==> run_1/pdn.png <==
(4 px per µm) Pins as bars on the die edge.
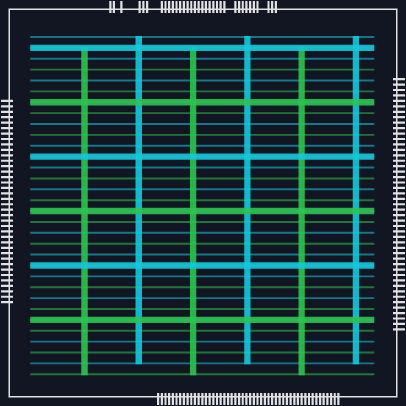
==> run_1/cell_classes.png <==
(3 px per µm) Fill, decap, tap and diode cells in gray.
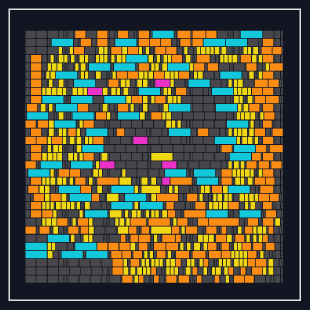
==> run_1/clock_map.png <==
(6 px per µm)
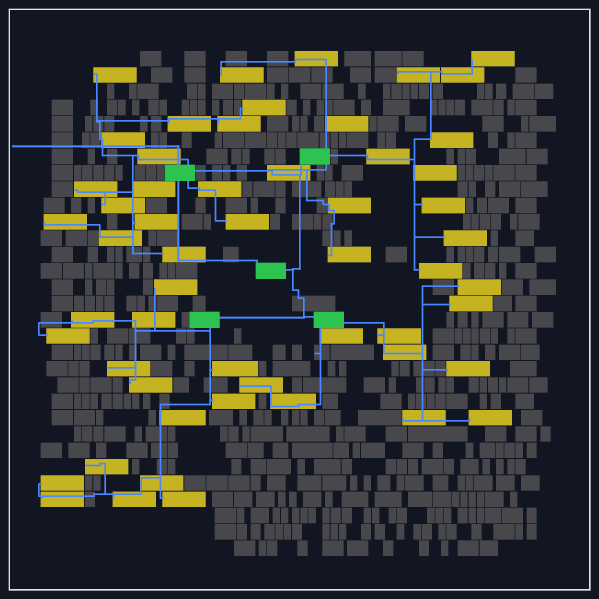
==> config.mk <==
export PLATFORM = sky130hd
export DESIGN_NAME = memory_port_arbiter
export DESIGN_NICKNAME = d
export VERILOG_FILES = /design/src/rtl/memory_port_arbiter.sv
export SDC_FILE = /design/constraint.sdc
export NUM_CORES = 1
export LEC_CHECK = 0
export ABC_AREA = 1
export CAP_MARGIN = 30
export CORE_MARGIN = 5
export CORE_UTILIZATION = 37
export DETAILED_ROUTE_END_ITERATION = 8
export PLACE_DENSITY = 0.8
export REMOVE_ABC_BUFFERS = 1
export SLEW_MARGIN = 5
export SYNTH_ARGS = -nofsm -noshare
export SYNTH_HDL_FRONTEND = slang
export SYNTH_SLANG_ARGS = --single-unit
==> constraint.sdc <==
create_clock -name clock -period 2.05 [get_ports clock]
set_input_delay 0.5125 -clock clock [delete_from_list [all_inputs] [get_ports clock]]
set_output_delay 0.5125 -clock clock [all_outputs]
set_load 0.01 [all_outputs]
==> summary.txt <==
Flow results follow.

The flow ran to the end, and the final reports show no timing, DRC or antenna violations. The path length in cells of the critical path is 2. The share of flip-flops with an asynchronous set or reset after synthesis is 0. The power report attributes to the combinational group a share of 0.288. The data arrival at the endpoint of the critical path is between 1500 and 2000 ps. The switching portion of total power comes to 0.2833.

The class of the tightest hold or removal check is flip-flop to flip-flop. The slack of the critical path is 17.01 ps. In the final report, the number of pins over their slew limit comes to 0. In the floorplan report the effective utilization is 0.3817. The number of top-level pins is between 150 and 200. In the post-synthesis netlist, the biggest area contributors are sky130_fd_sc_hd__dfxtp_1 (40%), sky130_fd_sc_hd__nand2_1 (13%), sky130_fd_sc_hd__nand3_1 (8.7%). The flop count is around 55. The total length of routed wires is roughly 9.1 mm. The placement stage leaves a total instance area of around 0.0045 mm².

The worst setup timing slack at the placement stage is -588.8 ps. 0 antenna diodes ended up in the layout. In this run the maximum-capacitance check reported violations numbering 0.

The sum of negative setup slack is 0 ps. The met3 layer usage reported by global route is 0.06971. The layout summary lists the proportion of cells stronger than drive strength 1 as 0.1109.

The distinct cell type count of the synthesized netlist is 24. The static leakage power is roughly 2.1 nW. The final total power is about 2.4 mW. The routed design shows a wire length per standard cell of between 10 and 15 µm.

The quantity of I/O buffers inserted on ports is between 150 and 200. The yosys warning tally is 0. Per the OpenROAD floorplan log, the area of the die is slightly above 0.009 mm². The maximum fanout encountered on the critical timing path is 2. Per the slew report, the remaining headroom to the max-slew limit stands at 0.6784. The warning total across the stage logs is 26.

Summed over all layers, the global routing overflow is 0. Post-synth the commonest register cell is sky130_fd_sc_hd__dfxtp_1. After its last routability iteration, the placer logged a weighted congestion of 0.8707.

The highest achievable clock rate is between 400 and 500 MHz. The cell at the slowest stage of the critical path is sky130_fd_sc_hd__clkdlybuf4s50_1. Leaving out fill and tap cells, the most frequent cell in the layout is sky130_fd_sc_hd__clkdlybuf4s50_1. The power density normalized to cell area is between 500 and 600 mW/mm². The fraction of synthesized cell area taken by the top area cell type is 0.3977. Final hold analysis gives a worst-case slack of around 460 ps. In the hold timing report, the worst path depth is 2. The total of endpoints with negative setup slack in the final report is 0. In the layout the tool counted multi-input logic cells amounting to around 280. In the final design database the tool counted approximately 650 nets. The global-route met2 utilization is 0.3126. Across every metal layer, demand over resource in global routing totals 0.1851. TritonCTS built the clock tree. Post-route period utilization is reported as 0.9917. By instance count, the cell type seen most on the critical path is sky130_fd_sc_hd__clkdlybuf4s50_1.

Listed in order, past its start point the critical path passes clkdlybuf4s50_1 > clkdlybuf4s50_1. The cell count after synthesis came out at 413. The area fraction of clock buffers and clock inverters is 0.01661. The highest routed metal layer is met4. The detailed router reports a met3 wire length of between 800 and 900 µm. The net switching power is 0.6758 mW. The vias after detailed routing is 3114. The library cell with the largest summed area after synthesis is sky130_fd_sc_hd__dfxtp_1. Looking at the clock tree report, the root buffer type is sky130_fd_sc_hd__clkbuf_8.

The total of flip-flops plus latches after synthesis is between 50 and 60. The pre-antenna-repair detailed-routing pass consisted of 6 iterations. The final timing report lists a hold violation count of 0. The met1 capacity usage during global routing is 0.2162. The cell-internal power is ~1.7 mW. The required time at the worst endpoint is listed as about 1500 ps.

The most frequently used cell type in the post-synthesis netlist is sky130_fd_sc_hd__nand2_1. The area growth from synthesis to layout is 65.93%. The flop-to-flop setup slack is approximately 530 ps. According to the floorplan log, the row count is 31. The number of standard cells in the final layout excluding fillers is approximately 670. Per the post-route antenna check, the number of violating nets is 0. The busiest metal layer after global routing is met2. The transition time recorded at the tightest slew-check pin is between 400 and 500 ps. The sort of element at the end of the critical path is an output port. The area recorded from the Yosys report for this design is 0.002769 mm². Among all cell classes, the greatest summed area belongs to buffers. The cell family with the largest share of critical-path delay is buffers and inverters.

Sorting the synthesized cells by how often they occur yields sky130_fd_sc_hd__nand2_1 (95), sky130_fd_sc_hd__nor2_1 (56), sky130_fd_sc_hd__dfxtp_1 (55). The number of cells in the yosys synthesis report is about 410. The setup skew after layout is ~6.6 ps.

The initial antenna violation count is 0. Per the layout area report, the combinational gate area comes to approximately 0.0013 mm². Logic depth along the worst register-to-register path is recorded as 7.
Back to the opening pictures, pdn.png:
| color | net |
|---|---|
| green | VSS |
| cyan | VDD |
rows: 31
met5 straps: 6
signal pins: 169
met4 straps: 6
met1 rails: 32
core box area: 0.007253 mm²
die span in y: 96.51 µm
maximum vdd ir drop: 0.3773 mV
die extent in x: 96.51 µm

Back to the opening pictures, cell_classes.png:
| color | class | cells |
|---|---|---|
| magenta | clock drivers and dummy loads | 6 |
| cyan | flip-flops | 55 |
| yellow | all other logic | 318 |
| orange | other buffers and delay cells | 189 |
final instance area: 0.004594 mm²
share of cell area taken by flip-flops and latches: 0.2405
fin util: 0.6334

Back to the opening pictures, clock_map.png:
[green] cells driving clock nets | count: 5
[blue] clock wires | length: 641 µm
[yellow] flip-flops | count: 55
routed clock nets: 6
clock network fraction of design power: 0.239
Clock Latency Late Sink: 300 ps
total clock network power: 0.569 mW

run 1: power by group through the flow:
stage,clock (mW),sequential (mW),combinational (mW)
floorplan,0,1.17,0.211
global placement,0,1.15,0.670
detailed placement,0,1.15,0.682
CTS,0.580,1.13,0.702
global route,0.632,1.13,0.743
finish,0.569,1.13,0.686
run 1: timing repair:
action                                  in CTS  in global routing
cloned                                       1                  0
pin swaps                                    9                  3
hold buffers                                 0                  0
setup buffers                                5                  1
endpoints found under the setup margin      24                 24
resized                                     74                 29
run 1: cells by family (layout without fill, tap and decap cells):
logic type,Yosys count,after routing,share of synthesized area
and+or+nand+nor,208,208,0.3272
AOI/OAI and AO/OA,69,69,0.1270
buffers and inverters,81,236,0.1482
DFF,55,55,0.3977
Power is estimated from default activity; no workload was simulated.
